==> src/rtl/maze_pkg.sv <==
// Shared definitions for the maze game screen pipeline.
//   game_state_e : screen state encoding (BANNER=0, PLAY=1, WIN=2, GAME_OVER=3)
//   colour constants : 24-bit {R,G,B} values used by the compositor colour mux
//   HUD_ROWS     : raster lines at the top of the screen reserved for the level HUD
package maze_pkg;

  typedef enum logic [1:0] {
    ST_BANNER    = 2'd0,
    ST_PLAY      = 2'd1,
    ST_WIN       = 2'd2,
    ST_GAME_OVER = 2'd3
  } game_state_e;

  localparam logic [23:0] TEXT_WHITE = 24'hFFFFFF;
  localparam logic [23:0] PLAYER     = 24'hFFD700;
  localparam logic [23:0] GOAL       = 24'hFF00FF;
  localparam logic [23:0] WALL       = 24'h0000FF;
  localparam logic [23:0] WALL_DIM   = 24'h000060;
  localparam logic [23:0] BACKGROUND = 24'h101010;
  localparam logic [23:0] WIN_GREEN  = 24'h00FF00;
  localparam logic [23:0] LOSE_RED   = 24'hFF0000;

  localparam int HUD_ROWS = 20;

endpackage

==> src/rtl/frame_timer.sv <==
// Frame pacing for the screen compositor.
//   clk, rst   : pixel clock, asynchronous active-low reset
//   vsync_in   : active-low vertical sync from the timing generator
//   blink_adv  : advance the blink phase by one frame (only sampled on frame_tick frames)
//   blink_clr  : return the blink phase to its start (text visible)
//   frame_tick : one-cycle pulse, registered, on each falling edge of vsync_in
//   blink_on   : high during the first BLINK_FRAMES frames of each 2*BLINK_FRAMES period
module frame_timer
  import maze_pkg::*;
#(
  parameter int BLINK_FRAMES = 30
) (
  input  logic clk,
  input  logic rst,
  input  logic vsync_in,
  input  logic blink_adv,
  input  logic blink_clr,
  output logic frame_tick,
  output logic blink_on
);

  localparam int                  BLINK_W    = $clog2(2 * BLINK_FRAMES);
  localparam logic [BLINK_W-1:0] BLINK_LAST = BLINK_W'(2 * BLINK_FRAMES - 1);
  localparam logic [BLINK_W-1:0] BLINK_HALF = BLINK_W'(BLINK_FRAMES);

  logic               vsync_q, vsync_d;
  logic               tick_q, tick_d;
  logic [BLINK_W-1:0] blink_cnt_q, blink_cnt_d;

  always_comb begin
    vsync_d     = vsync_in;
    // Sync idles high, so a high-to-low step marks the start of a new frame.
    tick_d      = vsync_q & ~vsync_in;
    blink_cnt_d = blink_cnt_q;
    if (blink_clr) begin
      blink_cnt_d = '0;
    end else if (blink_adv) begin
      blink_cnt_d = (blink_cnt_q == BLINK_LAST) ? '0 : blink_cnt_q + BLINK_W'(1);
    end
  end

  always_ff @(posedge clk or negedge rst) begin
    if (!rst) begin
      vsync_q     <= 1'b1;
      tick_q      <= 1'b0;
      blink_cnt_q <= '0;
    end else begin
      vsync_q     <= vsync_d;
      tick_q      <= tick_d;
      blink_cnt_q <= blink_cnt_d;
    end
  end

  assign frame_tick = tick_q;
  assign blink_on   = (blink_cnt_q < BLINK_HALF);

endmodule

==> src/rtl/screen_compositor.sv <==
// Final pixel stage of the maze game: screen sequencing plus colour compositing.
//   clk, rst                 : pixel clock, asynchronous active-low reset
//   xCount, yCount           : raster position; video_on/hsync_in/vsync_in share its timing
//   *_text, maze_wall, player_pix, goal_pix : pixel masks, one cycle behind xCount
//   player_hit, goal_reached, restart       : one-cycle game event pulses
//   red, green, blue         : registered colour, two cycles behind xCount
//   hsync_out, vsync_out     : syncs delayed to match the colour output
//   level, game_state        : current level (1..NUM_LEVELS) and screen state
//   move_enable              : high only while the game is in PLAY
module screen_compositor
  import maze_pkg::*;
#(
  parameter int BANNER_FRAMES = 120,
  parameter int BLINK_FRAMES  = 30,
  parameter int NUM_LEVELS    = 2
) (
  input  logic       clk,
  input  logic       rst,
  input  logic [9:0] xCount,
  input  logic [9:0] yCount,
  input  logic       video_on,
  input  logic       hsync_in,
  input  logic       vsync_in,
  input  logic       game_over_text,
  input  logic       win_text,
  input  logic       level_text,
  input  logic       level_num1_text,
  input  logic       level_num2_text,
  input  logic       maze_wall,
  input  logic       player_pix,
  input  logic       goal_pix,
  input  logic       player_hit,
  input  logic       goal_reached,
  input  logic       restart,
  output logic [7:0] red,
  output logic [7:0] green,
  output logic [7:0] blue,
  output logic       hsync_out,
  output logic       vsync_out,
  output logic [1:0] level,
  output logic [2:0] game_state,
  output logic       move_enable
);

  localparam int                   BANNER_W    = (BANNER_FRAMES > 1) ? $clog2(BANNER_FRAMES) : 1;
  localparam logic [BANNER_W-1:0] BANNER_LAST = BANNER_W'(BANNER_FRAMES - 1);
  localparam logic [1:0]          LAST_LEVEL  = 2'(NUM_LEVELS);

  // The masks already encode horizontal position, so xCount carries no extra information here.
  logic unused_xcount;
  assign unused_xcount = ^xCount;

  logic frame_tick, blink_on, blink_adv, blink_clr;

  game_state_e          state_q, state_d;
  logic [1:0]           level_q, level_d;
  logic [BANNER_W-1:0]  banner_cnt_q, banner_cnt_d;
  logic                 hit_pend_q, hit_pend_d;
  logic                 goal_pend_q, goal_pend_d;
  logic                 restart_pend_q, restart_pend_d;
  logic                 move_enable_q, move_enable_d;

  logic                 vld_p1_q, vld_p1_d;
  logic                 hud_p1_q, hud_p1_d;
  logic                 hsync_p1_q, hsync_p1_d;
  logic                 vsync_p1_q, vsync_p1_d;
  logic [23:0]          rgb_p2_q, rgb_p2_d;
  logic                 hsync_p2_q, hsync_p2_d;
  logic                 vsync_p2_q, vsync_p2_d;
  logic                 num_text;

  // Blink phase only runs on the end screens; a consumed restart rewinds it.
  assign blink_adv = frame_tick & ~restart_pend_q &
                     ((state_q == ST_WIN) || (state_q == ST_GAME_OVER));
  assign blink_clr = frame_tick & restart_pend_q;

  frame_timer #(
    .BLINK_FRAMES(BLINK_FRAMES)
  ) u_frame_timer (
    .clk        (clk),
    .rst        (rst),
    .vsync_in   (vsync_in),
    .blink_adv  (blink_adv),
    .blink_clr  (blink_clr),
    .frame_tick (frame_tick),
    .blink_on   (blink_on)
  );

  // Screen FSM: events are latched as pending and only acted on at frame boundaries,
  // so the picture never switches mid-frame.
  always_comb begin
    state_d        = state_q;
    level_d        = level_q;
    banner_cnt_d   = banner_cnt_q;
    hit_pend_d     = hit_pend_q | player_hit;
    goal_pend_d    = goal_pend_q | goal_reached;
    restart_pend_d = restart_pend_q | restart;
    move_enable_d  = (state_q == ST_PLAY);

    if (frame_tick) begin
      // Pulses landing on the tick cycle itself belong to the next frame.
      hit_pend_d     = player_hit;
      goal_pend_d    = goal_reached;
      restart_pend_d = restart;

      if (restart_pend_q) begin
        state_d      = ST_BANNER;
        level_d      = 2'd1;
        banner_cnt_d = '0;
      end else begin
        case (state_q)
          ST_BANNER: begin
            if (banner_cnt_q == BANNER_LAST) begin
              state_d      = ST_PLAY;
              banner_cnt_d = '0;
            end else begin
              banner_cnt_d = banner_cnt_q + BANNER_W'(1);
            end
          end
          ST_PLAY: begin
            if (hit_pend_q) begin
              state_d = ST_GAME_OVER;
            end else if (goal_pend_q) begin
              if (level_q < LAST_LEVEL) begin
                level_d = level_q + 2'd1;
                state_d = ST_BANNER;
              end else begin
                state_d = ST_WIN;
              end
            end
          end
          default: ;
        endcase
      end
    end
  end

  // Stage 1: align video_on, syncs and the HUD row flag with the one-cycle-late masks.
  always_comb begin
    vld_p1_d   = video_on;
    hud_p1_d   = (yCount < 10'(HUD_ROWS));
    hsync_p1_d = hsync_in;
    vsync_p1_d = vsync_in;
  end

  // Stage 2: colour mux, first matching rule wins.
  always_comb begin
    num_text   = (level_q == 2'd1) ? level_num1_text : level_num2_text;
    rgb_p2_d   = '0;
    hsync_p2_d = hsync_p1_q;
    vsync_p2_d = vsync_p1_q;
    if (vld_p1_q) begin
      case (state_q)
        ST_BANNER: begin
          if (level_text || num_text) rgb_p2_d = TEXT_WHITE;
        end
        ST_PLAY: begin
          if ((level_text || num_text) && hud_p1_q) rgb_p2_d = TEXT_WHITE;
          else if (player_pix)                      rgb_p2_d = PLAYER;
          else if (goal_pix)                        rgb_p2_d = GOAL;
          else if (maze_wall)                       rgb_p2_d = WALL;
          else                                      rgb_p2_d = BACKGROUND;
        end
        ST_WIN: begin
          if (win_text && blink_on) rgb_p2_d = WIN_GREEN;
        end
        ST_GAME_OVER: begin
          if (game_over_text && blink_on) rgb_p2_d = LOSE_RED;
          else if (maze_wall)             rgb_p2_d = WALL_DIM;
        end
        default: ;
      endcase
    end
  end

  always_ff @(posedge clk or negedge rst) begin
    if (!rst) begin
      state_q        <= ST_BANNER;
      level_q        <= 2'd1;
      banner_cnt_q   <= '0;
      hit_pend_q     <= 1'b0;
      goal_pend_q    <= 1'b0;
      restart_pend_q <= 1'b0;
      move_enable_q  <= 1'b0;
      vld_p1_q       <= 1'b0;
      hud_p1_q       <= 1'b0;
      hsync_p1_q     <= 1'b1;
      vsync_p1_q     <= 1'b1;
      rgb_p2_q       <= '0;
      hsync_p2_q     <= 1'b1;
      vsync_p2_q     <= 1'b1;
    end else begin
      state_q        <= state_d;
      level_q        <= level_d;
      banner_cnt_q   <= banner_cnt_d;
      hit_pend_q     <= hit_pend_d;
      goal_pend_q    <= goal_pend_d;
      restart_pend_q <= restart_pend_d;
      move_enable_q  <= move_enable_d;
      vld_p1_q       <= vld_p1_d;
      hud_p1_q       <= hud_p1_d;
      hsync_p1_q     <= hsync_p1_d;
      vsync_p1_q     <= vsync_p1_d;
      rgb_p2_q       <= rgb_p2_d;
      hsync_p2_q     <= hsync_p2_d;
      vsync_p2_q     <= vsync_p2_d;
    end
  end

  assign red         = rgb_p2_q[23:16];
  assign green       = rgb_p2_q[15:8];
  assign blue        = rgb_p2_q[7:0];
  assign hsync_out   = hsync_p2_q;
  assign vsync_out   = vsync_p2_q;
  assign level       = level_q;
  assign game_state  = {1'b0, state_q};
  assign move_enable = move_enable_q;

endmodule

==> config.mk <==
export PLATFORM = sky130hd
export DESIGN_NAME = screen_compositor
export DESIGN_NICKNAME = d
export VERILOG_FILES = /design/src/rtl/maze_pkg.sv /design/src/rtl/frame_timer.sv /design/src/rtl/screen_compositor.sv
export SDC_FILE = /design/constraint.sdc
export NUM_CORES = 1
export LEC_CHECK = 0
export ABC_CLOCK_PERIOD_IN_PS = 4400
export CORE_MARGIN = 3
export CORE_UTILIZATION = 48
export DETAILED_ROUTE_END_ITERATION = 16
export GPL_ROUTABILITY_DRIVEN = 0
export GPL_TIMING_DRIVEN = 1
export PLACE_DENSITY = 0.84
export SLEW_MARGIN = 5
export SYNTH_ARGS = -nofsm -noshare
export SYNTH_HDL_FRONTEND = slang
export SYNTH_HIERARCHICAL = 1
export SYNTH_SLANG_ARGS = --single-unit
==> constraint.sdc <==
create_clock -name clk -period 4.4 [get_ports clk]
set_input_delay 0.44 -clock clk [delete_from_list [all_inputs] [get_ports clk]]
set_output_delay 0.44 -clock clk [all_outputs]
set_load 0.02 [all_outputs]
Figure 1. Clock network drawn from the DEF.
The bar under the picture is 20 um long.
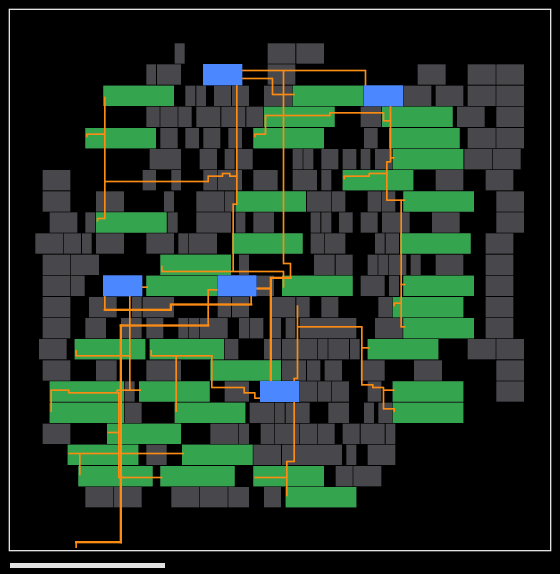
flip-flops: drawn in green, count 37. clock wires: drawn in orange, length 464 um. clock drivers: drawn in blue, count 5.
There are 6 routed clock nets.

Figure 2. Gate-type map.
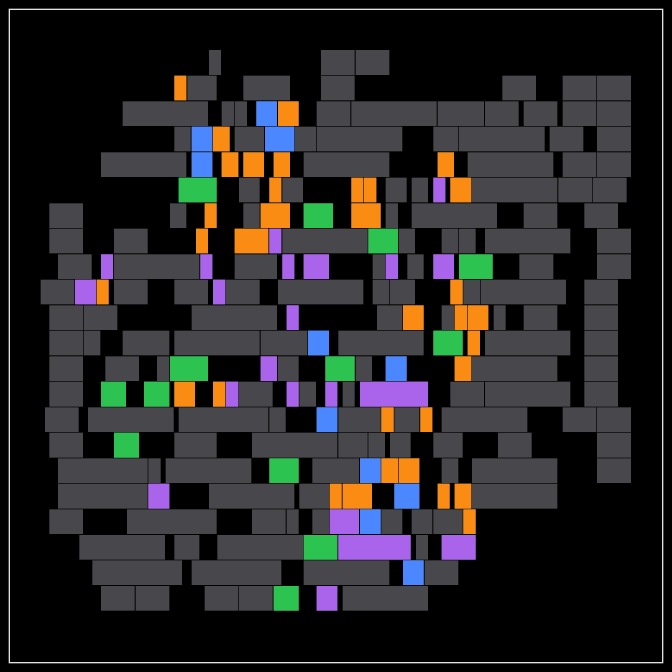
and/or cells: drawn in blue, cells 11. nor cells: drawn in purple, cells 21. non-inverting ao/oa cells: drawn in green, cells 13. nand cells: drawn in orange, cells 34.
final cell count without fillers: 278
proportion of cell area occupied by multi-input gates: 32.3%
most used logic cell in the final layout: clkdlybuf4s50_1

==> metrics.csv <==
stage,metric,value,unit
finish,Combinational Gates,120,
routing,met2 wirelength from detailed routing,1720,um
status,run status,finished clean,
clock_tree,CTS Root Cell,clkbuf_8,
setup_path,worst setup path category,flop to output port,
clock_tree,CTS tree,done,
synth,most instantiated cells after synthesis,"31 x dfrtp_1, 17 x buf_4, 16 x nand2_1",
finish,antenna diode instance count,0,
timing,"Min Clock Period, post-route",2.08,ns
routing,wire length per cell after detailed routing,13.2,um
setup_path,series of cell instances along the critical path,clkdlybuf4s50_1,
placement,HPWL Detailed,2690,um
synth,yosys synthesis warning count,6,
floorplanning,Ports,68,
pwr,share of power burned in the clock network,31.4,%
clock_tree,number of sinks handled by clock tree synthesis,37,
job,number of max-capacitance violations reported,0,
finish,sequential cell area,933,um^2
floorplanning,# Taps,48,
synth,Syn Area/Cell,10.2,um^2
pwr,peak ir drop on the vdd network,0.000232,V
setup_path,buffer-and-inverter tally for the worst setup path,1,
pwr,group with the largest share of power,sequential cells,
setup_path,crit path to,game_state[0],
synth,number of distinct library cells after synthesis,50,
setup_path,endpoint of the worst-slack reg-to-reg timing path,u_frame_timer/blink_cnt_q[0]$_DFFE_PN0P_,
job,OpenROAD warnings,38,
timing,worst-margin pin slew,0.558,ns
pwr,net switching share of the total power,26.4,%
floorplanning,Die X,69.5,um
timing,unrepaired setup endpoints after global routing,false,
finish,fill cell instance count of the final layout,303,
timing,Highest Clock Rate,482,MHz
min_path,Hold Crit Class,flop to flop,
synth,multiplexer area fraction after synthesis,2.07,%
synth,Post-Syn Nets,229,
global_route,largest net degree at the start of global routing,38,
clock_tree,H-Tree Level Count,2,
timing,final setup skew,0.00569,ns
finish,utilization after layout,65.1,%
routing,via count of the routed design,1504,
timing,final hold slack,0.357,ns
clock_tree,insertion delay at the late pin of the worst-skew pair,0.29,ns
finish,total number of sequential cells,37,
timing,"Worst Setup Slack, final",2.32,ns
finish,number of flip-flops in the largest register,8,
timing,Total Negative Setup Slacks,0,ns
Power and IR drop assume default switching activity.
